===== src/rtl/uart_rx.sv =====
// 8N1 UART receiver: two-flop rx synchroniser, mid-bit sampling, stop-bit check,
// and a one-entry holding register with a valid/ack handshake and sticky overrun.
module uart_rx #(
   parameter int unsigned CLOCK_DIV = 104  // bit period is CLOCK_DIV+1 clocks; must be >= 3
) (
   input  logic       clock,
   input  logic       reset,
   input  logic       rx,
   input  logic       rx_ack,
   output logic [7:0] data_out,
   output logic       data_valid,
   output logic       framing_error,
   output logic       overrun,
   output logic       busy
);

   localparam logic [15:0] Half = 16'(CLOCK_DIV / 2);
   localparam logic [15:0] Div  = 16'(CLOCK_DIV);

   typedef enum logic [2:0] {
      StIdle,
      StStart,
      StData,
      StStop,
      StBreak
   } state_e;

   state_e      state_q, state_d;
   logic [15:0] count_q, count_d;
   logic [2:0]  bit_idx_q, bit_idx_d;
   logic [7:0]  shift_q, shift_d;
   logic        rx_meta_q, rx_s_q;
   logic        deliver;
   logic        fe_set;

   // Idle-high synchroniser; only rx_s_q feeds any decision.
   always_ff @(posedge clock) begin
      if (reset) begin
         rx_meta_q <= 1'b1;
         rx_s_q    <= 1'b1;
      end else begin
         rx_meta_q <= rx;
         rx_s_q    <= rx_meta_q;
      end
   end

   always_ff @(posedge clock) begin
      if (reset) begin
         state_q   <= StIdle;
         count_q   <= 16'd0;
         bit_idx_q <= 3'd0;
         shift_q   <= 8'd0;
      end else begin
         state_q   <= state_d;
         count_q   <= count_d;
         bit_idx_q <= bit_idx_d;
         shift_q   <= shift_d;
      end
   end

   always_comb begin
      state_d   = state_q;
      count_d   = count_q + 16'd1;
      bit_idx_d = bit_idx_q;
      shift_d   = shift_q;
      deliver   = 1'b0;
      fe_set    = 1'b0;
      unique case (state_q)
         StIdle: begin
            count_d = 16'd0;
            if (!rx_s_q) state_d = StStart;
         end
         StStart: begin
            // Re-check at mid start bit so a short glitch drops back to idle silently.
            if (count_q == Half) begin
               count_d = 16'd0;
               if (!rx_s_q) begin
                  state_d   = StData;
                  bit_idx_d = 3'd0;
               end else begin
                  state_d = StIdle;
               end
            end
         end
         StData: begin
            if (count_q == Div) begin
               count_d           = 16'd0;
               shift_d[bit_idx_q] = rx_s_q;
               if (bit_idx_q == 3'd7) state_d = StStop;
               else                   bit_idx_d = bit_idx_q + 3'd1;
            end
         end
         StStop: begin
            if (count_q == Div) begin
               count_d = 16'd0;
               if (rx_s_q) begin
                  deliver = 1'b1;
                  state_d = StIdle;
               end else begin
                  fe_set  = 1'b1;
                  state_d = StBreak;
               end
            end
         end
         StBreak: begin
            // Hold here while the line is low so a break cannot look like a new start bit.
            count_d = 16'd0;
            if (rx_s_q) state_d = StIdle;
         end
         default: begin
            state_d = StIdle;
            count_d = 16'd0;
         end
      endcase
   end

   assign busy = (state_q != StIdle);

   always_ff @(posedge clock) begin
      if (reset) begin
         data_out      <= 8'd0;
         data_valid    <= 1'b0;
         framing_error <= 1'b0;
         overrun       <= 1'b0;
      end else begin
         framing_error <= fe_set;
         if (deliver) begin
            // Newest byte always wins; an ack on the same cycle consumes the old one.
            data_out   <= shift_q;
            data_valid <= 1'b1;
            if (rx_ack)          overrun <= 1'b0;
            else if (data_valid) overrun <= 1'b1;
         end else if (rx_ack && data_valid) begin
            data_valid <= 1'b0;
            overrun    <= 1'b0;
         end
      end
   end

endmodule

===== config.mk =====
export PLATFORM = sky130hd
export DESIGN_NAME = uart_rx
export DESIGN_NICKNAME = d
export VERILOG_FILES = /design/src/rtl/uart_rx.sv
export SDC_FILE = /design/constraint.sdc
export NUM_CORES = 1
export LEC_CHECK = 0
export ABC_AREA = 1
export CAP_MARGIN = 20
export CORE_AREA = 4 4 92 51
export CTS_BUF_LIST = sky130_fd_sc_hd__clkbuf_8
export DETAILED_ROUTE_END_ITERATION = 12
export DIE_AREA = 0 0 96 55
export GPL_ROUTABILITY_DRIVEN = 0
export PLACE_DENSITY = 0.75
export SLEW_MARGIN = 15
export SYNTH_ARGS = -nofsm -noshare
export SYNTH_HDL_FRONTEND = slang
export SYNTH_SLANG_ARGS = --single-unit

===== constraint.sdc =====
create_clock -name clock -period 1.61 [get_ports clock]
set_clock_uncertainty 0.15 [all_clocks]
set_input_delay 0.322 -clock clock [delete_from_list [all_inputs] [get_ports clock]]
set_output_delay 0.322 -clock clock [all_outputs]
set_load 0.005 [all_outputs]

==> flow_metrics.py, run 1 <==
# Generated from Yosys and OpenROAD reports
metrics = {
    "sta": {
        "worst_hold_slack_ns": 0.304,
        "fmax_mhz": 528,
        "fin_crit_sh_pct": 118,
        "worst_slack_ns": -0.284,
        "rsz0062_at_grt": "true",
        "timing.slew.headroom_pct": 67.4,
        "slew_violations": 0,
        "hold_viol": 0,
        "finalSetupTns_ns": -6.24,
        "worstMarginPinSlew_ns": 0.488,
        "setup_violations": 35,
        "post-route-min-period_ns": 1.89,
    },
    "synth": {
        "yosys_cells": 283,
        "area_leaders": "dfxtp_1, nor2_1, nand2_1",
        "top_area_cell": "dfxtp_1",
        "syn_nets": 291,
        "ys_warn_count": 0,
        "netlist_area_um2": 2020,
        "synth_area_per_cell_um2": 7.14,
        "ys_types": 32,
        "netlist.area_leader.share_pct": 42.6,
        "async_flop_share_pct": 0,
        "yosysChipArea_um2": 2020,
        "synthCells": 283,
        "edf_count": 0,
        "ys_ff": 43,
        "synth_seq_share_pct": 42.6,
        "synth-main-ff-cell": "dfxtp_1",
    },
    "final_layout": {
        "stdcell_count": 391,
        "fillCellCount": 235,
        "final_common_cell": "nor2_1",
        "fin_nets": 344,
        "drive_gt1_share_pct": 32.6,
        "diodes": 0,
        "mostFrequentLayoutCells": "nor2_1, nand2_1, dfxtp_1",
        "syn_to_final_growth_pct": 44.3,
    },
    "power_and_ir_drop": {
        "p_clk_share_pct": 30.0,
        "leakagePower_uw": 0.00129,
        "p_int_uw": 1870,
        "power_switching_uw": 1010,
        "p_sw_share_pct": 35.1,
        "power_density_nw_per_um2": 987,
        "totalPowerFinal_uw": 2880,
        "share_comb_of_total_power_pct": 29.8,
        "p_seq_share_pct": 40.2,
        "irDropWorstVdd_mv": 0.627,
    },
    "route": {
        "wl_met3_um": 266,
        "drt_pass1_iterations": 4,
        "ant_nets": 0,
        "drtIter0Drc": 197,
        "wl_met2_um": 3030,
        "met1_length_um": 2530,
        "dr.max_layer_used": "met4",
        "drc": 0,
        "viasPerCell": 5.37,
    },
    "clocking": {
        "cts_inserted_buffers": 5,
        "tritoncts": "yes",
        "path_clk_slew_ns": 0.09,
        "clock_sinks": 43,
        "cts_buffer_depth": 2,
        "clock_latency_ns": 0.30,
        "ctsHoldBuffers": 0,
        "root_buffer": "clkbuf_8",
        "htreeDepth": 2,
    },
    "place": {
        "port_buffers": 15,
        "post-dp-hpwl_um": 3010,
        "place_ws_ns": -0.209,
        "place_area_um2": 2380,
        "dp.cells": 369,
    },
    "worst_hold_path": {
        "min_to": "rx_s_q$_SDFF_PP1_",
        "hp-class": "reg2reg",
        "holdPathStages": 1,
        "min_from": "rx_meta_q$_SDFF_PP1_",
    },
    "worst_setup_path": {
        "startpoint": "count_q[0]$_SDFF_PP0_",
        "timing.rr.start": "count_q[0]$_SDFF_PP0_",
        "cp.depth": 12,
        "cp.arrival_ns": 1.98,
        "crit_chain": "inv_2, ha_4, inv_2, nor2_2, nand2_1, nor2_2, nand2_4, buf_4, nor2_8, buf_12, nand3_1, a21oi_1",
        "rr_endpoint": "shift_q[0]$_SDFFE_PP0P_",
        "reg2regPathDepth": 12,
        "max_stage_delay_ns": 0.34,
        "crit_end": "shift_q[0]$_SDFFE_PP0P_",
        "cp_slowest_cell": "dfxtp_2",
        "worstSetupPathType": "reg2reg",
        "end_kind": "flip-flop",
        "r2r_slack_ns": -0.28,
        "start_kind": "flip-flop",
        "worstPathMaxFanout": 12,
        "critPathTopFamily": "simple AND/OR/NAND/NOR gates",
        "crit_buf_inv": 4,
        "required_ns": 1.70,
    },
    "job": {
        "warning_count": 29,
        "cap_violations": 0,
    },
    "global_routing": {
        "grt_max_degree": 15,
        "grt-ovfl-total": 0,
        "antenna_found_initial": 0,
        "grt_pass1_vias": 1867,
        "grt_pass1_wl_um": 8330,
    },
    "status": {
        "status": "finished, violations left",
        "violations": "negative setup slack",
    },
    "floorplan": {
        "dieArea_um2": 5280,
        "ioPinCount": 16,
        "fp_util_pct": 52.8,
    },
}
## run 1: state kept, by name, indices dropped and copies added (netlist names)
register	count
bit_idx_q	3
count_q	16
data_out	8
data_valid	1
framing_error	1
overrun	1
rx_meta_q	1
rx_s_q	1
shift_q	8
state_q	3
## run 1: synthesized netlist by cell type, types with 2 or more instances
cell,instances
xor2_1,7
nand4_1,3
nor2_2,3
nor2_1,67
a21oi_1,13
buf_2,2
nor3b_1,2
nand3_1,19
or2_2,2
nand3b_1,3
nand2_1,55
dfxtp_1,43
ha_1,4
inv_1,26
xnor2_1,2
clkbuf_1,2
nor3_1,5
o21ai_0,11
## run 1: cell type report
type | count | area, um^2 | share of cell area (%)
flip-flops and latches | 43 | 875 | 30.0
clock inverters | 3 | 43.8 | 1.50
repair buffers | 50 | 468 | 16.0
well taps | 54 | 67.6 | 2.32
inverters | 27 | 104 | 3.56
multi-input cells | 209 | 1290 | 44.2
clock buffers | 5 | 68.8 | 2.36
## run 1: power groups by stage
stage	Clock (uW)	Combinational [uW]	Sequential (uW)
finish	863	858	1160
global route	907	912	1160
CTS	852	674	1150
detailed placement	0	530	1170
global placement	0	510	1170
floorplan	0	366	1160
## run 1: cells by family after synthesis
group,Yosys count,synth area share [%]
buffers and inverters,33,7.00
and+or+nand+nor,166,36.7
adders and majority gates,4,2.48
xor gates and xnor gates,9,3.90
DFF,43,42.6
AOI/OAI and AO/OA,28,7.31
## run 1: routing by layer
layer	GRT usage, %	up-vias
li1	-	1001
met1	23.7	1002
met2	39.5	69
met3	4.32	29
met4	8.73	0
met5	0	-
## run 1: repair_timing
item,CTS,global route
setup buffers,5,8
pin swaps,14,34
endpoints found under the setup margin,45,48
endpoints found under the hold margin,0,0
cloned,2,0
gates resized,48,51
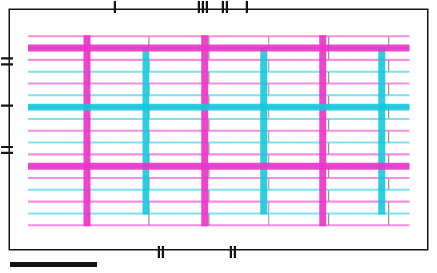
Fig. 1. Supply network (run 1).
The bar under the picture is 20 um long. Pins as bars on the die edge. Tap cells in grey.
cyan -> VDD
magenta -> VSS
met5 straps = 3
signal pins = 16
met1 rails = 17
rows = 16
tap cells = 54
die width: 96 um
Die Y: 55 um
Core Area: 3820 um^2

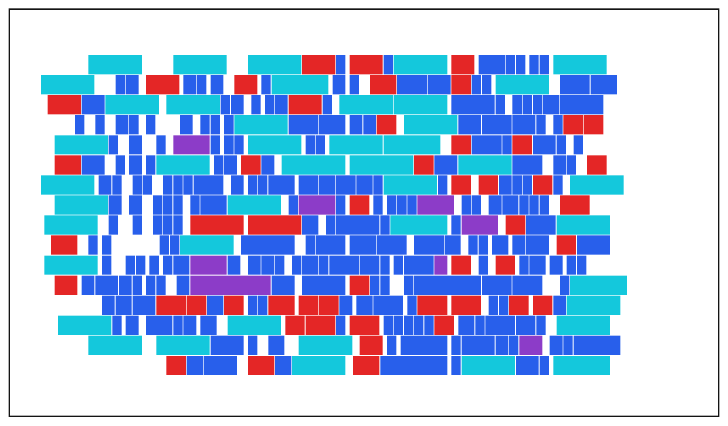
Fig. 2. Cells coloured by class (run 1).
cyan -> sequential cells  # cells 43, share of their area 31%
purple -> clock drivers and dummy loads  # cells 8, share of their area 4.0%
blue -> combinational and other logic  # cells 236, share of their area 49%
red -> remaining buffers and delay cells  # cells 50, share of their area 16%
sequential share of cell area: 30.0%
Design Area, Final: 2920 um^2
# rows: 16
Layout Utilization: 76.3%

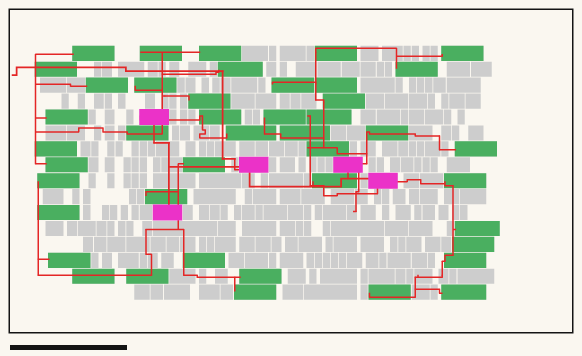
Fig. 3. Clock network drawn from the DEF (run 1).
The bar under the picture is 20 um long.
magenta -> clock drivers  # count 5
green -> flip-flops  # count 43
red -> clock wires  # length 540 um
flops lie = widely spread
routed clock nets = 6

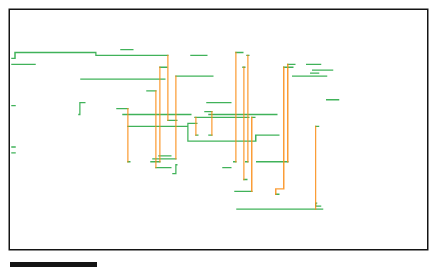
Fig. 4. Metal layers overlaid (run 1).
The bar under the picture is 20 um long. Only two layers are drawn.
orange -> metal 4  # wire length 260 um
green -> metal 3  # wire length 266 um
drt wl/cell: 15.6 um
via count: 2101
DRT Wirelength: 6090 um
Tot GR Track Use: 21.0%

## Run 2: what changed since run 1
--- a/config.mk
+++ b/config.mk
@@ -6,6 +6,7 @@
 export NUM_CORES = 1
 export LEC_CHECK = 0
 export ABC_AREA = 1
+export ABC_CLOCK_PERIOD_IN_PS = 1610
 export CAP_MARGIN = 20
 export CORE_AREA = 4 4 92 51
 export CTS_BUF_LIST = sky130_fd_sc_hd__clkbuf_8
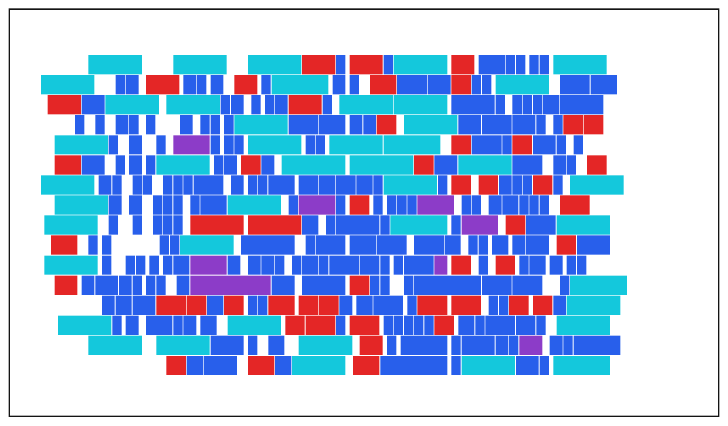
Fig. 5. Cells coloured by class (run 2).
red -> remaining buffers and delay cells  # cells 50, share of their area 16%
blue -> combinational and other logic  # cells 236, share of their area 49%
purple -> clock drivers and dummy loads  # cells 8, share of their area 4.0%
cyan -> sequential cells  # cells 43, share of their area 31%

==> run 2 against run 1 <==
  * The run still ends with negative setup slack left
  * Wire length stayed put
  * Design area unchanged
  * Hold slack stayed put
  * Setup slack is the same
  * Synthesized area is the same
  * Sequential power is essentially flat
  * Synthesized cell count unchanged
  * Utilization unchanged
  * Clock power about the same
  * Count of clock-buffer cells in the layout is the same
  * Critical endpoint unchanged
  * Largest power group unchanged
  * Highest routed layer unchanged
==> flow_metrics.py, run 2 <==
# Generated from Yosys and OpenROAD reports
metrics = {
    "synth": {
        "synth_area_per_cell_um2": 7.14,
        "ys_sh_aoi_pct": 7.31,
        "synth-xor-area-share_pct": 3.90,
        "ys_sh_mux_pct": 0,
        "syn_nets": 291,
        "async_flop_share_pct": 0,
        "synth.cellmix.simpleShare_pct": 36.7,
        "yosysChipArea_um2": 2020,
        "top_area_cell": "dfxtp_1",
        "synthCells": 283,
        "netlist_area_um2": 2020,
        "synth-main-ff-cell": "dfxtp_1",
        "fa_ha_area_share_pct": 2.48,
        "yosys_cells": 283,
    },
    "clocking": {
        "tritoncts": "yes",
        "cts_buffer_depth": 2,
        "cts_inserted_buffers": 5,
        "path_clk_slew_ns": 0.09,
        "htreeDepth": 2,
    },
    "power_and_ir_drop": {
        "totalPowerFinal_uw": 2880,
        "power_switching_uw": 1010,
        "comb-power_uw": 858,
        "p_seq_share_pct": 40.2,
        "share_comb_of_total_power_pct": 29.8,
        "leakagePower_uw": 0.00129,
        "p_seq_uw": 1160,
        "power-top-group": "sequential cells",
        "power_density_nw_per_um2": 987,
        "p_int_uw": 1870,
    },
    "route": {
        "ant_nets": 0,
        "drt_pass1_iterations": 4,
        "post_drt_wl_per_cell_um": 15.6,
        "viasPerCell": 5.37,
        "vias": 2101,
        "drtIter0Drc": 197,
        "drt-total-wl_um": 6090,
    },
    "job": {
        "warning_count": 29,
        "cap_violations": 0,
    },
    "floorplan": {
        "die_x_um": 96,
        "core-area_um2": 3820,
        "die_y_um": 55,
        "dieArea_um2": 5280,
        "fp_util_pct": 52.8,
        "ioPinCount": 16,
        "taps": 54,
    },
    "worst_setup_path": {
        "start_kind": "flip-flop",
        "worstPathMaxFanout": 12,
        "reg2regPathDepth": 12,
        "required_ns": 1.70,
        "end_kind": "flip-flop",
    },
    "global_routing": {
        "grt_use_total_pct": 21.0,
        "grt_max_degree": 15,
        "grt_pass1_wl_um": 8330,
        "antenna_found_initial": 0,
        "grt_pass1_vias": 1867,
    },
    "final_layout": {
        "mostFrequentLayoutCells": "nor2_1, nand2_1, dfxtp_1",
        "inv_count": 27,
        "diodes": 0,
        "n_all_buffers": 50,
        "syn_to_final_growth_pct": 44.3,
        "fillCellCount": 235,
        "comb-cell-share_pct": 44.2,
        "final_common_cell": "nor2_1",
        "fin_nets": 344,
        "ff_count": 43,
        "bufAreaShareNonClock_pct": 16.0,
        "clock_buffer_count": 5,
        "mi_logic_area_um2": 1290,
        "dominant_cells": "multi-input combinational cells",
        "clk_share_pct": 3.86,
        "drive_gt1_share_pct": 32.6,
        "regArea_um2": 875,
    },
    "place": {
        "post-dp-hpwl_um": 3010,
        "dp.cells": 369,
    },
    "status": {
        "violations": "negative setup slack",
        "status": "finished, violations left",
    },
    "sta": {
        "setup_violations": 35,
        "slew_violations": 0,
        "fmax_mhz": 528,
        "hold_viol": 0,
        "post-route-min-period_ns": 1.89,
        "worstMarginPinSlew_ns": 0.488,
        "worst_slack_ns": -0.284,
    },
    "worst_hold_path": {
        "hp-class": "reg2reg",
        "holdPathStages": 1,
    },
}
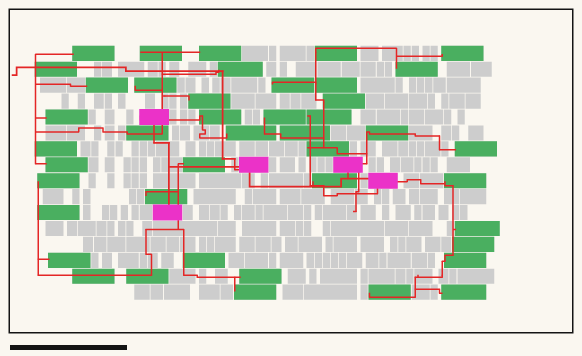
Fig. 6. Clock network drawn from the DEF (run 2).
The bar under the picture is 20 um long.
green -> flip-flops  # count 43
red -> clock wires  # length 540 um
magenta -> clock drivers  # count 5
flops lie = widely spread
Clock group: 863 uW
Clock power frac: 30.0%
Worst-Skew Late Latency: 0.30 ns

run 2: cell counts in the layout (fill, tap and decap cells not counted):
No cell type changed its count.
run 2: through the flow:
stage	utilization (%)	cell area (um^2)	hold WS (ns)	TNS, ns	setup slack, ns
2_1_floorplan	-	2020	0.239	0	0.00555
3_3_place_gp	62.3	2380	0.242	-1.46	-0.119
3_5_place_dp	62.3	2380	0.247	-3.87	-0.209
4_1_cts	70.3	2690	0.266	-1.57	-0.0953
5_1_grt	76.3	2920	0.308	-9.26	-0.365
6_report	76.3	2920	0.304	-6.24	-0.284
run 2: final timing paths:
kind / start / to / slack [ns]
worst min register to register: rx_meta_q$_SDFF_PP1_ / rx_s_q$_SDFF_PP1_ / 0.30
worst max register to register: count_q[0]$_SDFF_PP0_ / shift_q[0]$_SDFFE_PP0P_ / -0.28
worst max-delay path: count_q[0]$_SDFF_PP0_ / shift_q[0]$_SDFFE_PP0P_ / -0.28
worst min-delay path: rx_meta_q$_SDFF_PP1_ / rx_s_q$_SDFF_PP1_ / 0.30
run 2: metal layers:
metal,global-route usage (%),routed length (um),up-vias
met1,23.7,2530,1002
met5,0,0,-
li1,-,-,1001
met3,4.32,266,29
met2,39.5,3030,69
met4,8.73,260,0
run 2: critical path, stage by stage (launching register included):
cell,delay (ns)
dfxtp_2,0.34
inv_2,0.06
ha_4,0.13
inv_2,0.03
nor2_2,0.12
nand2_1,0.10
nor2_2,0.13
nand2_4,0.09
buf_4,0.16
nor2_8,0.16
buf_12,0.14
nand3_1,0.07
a21oi_1,0.16
run 2: timing repair:
action | CTS | global route
gates resized | 48 | 51
pin swaps | 14 | 34
buffers inserted | 5 | 8
cloned | 2 | 0
endpoints found under the setup margin | 45 | 48
Power and IR drop assume default switching activity.
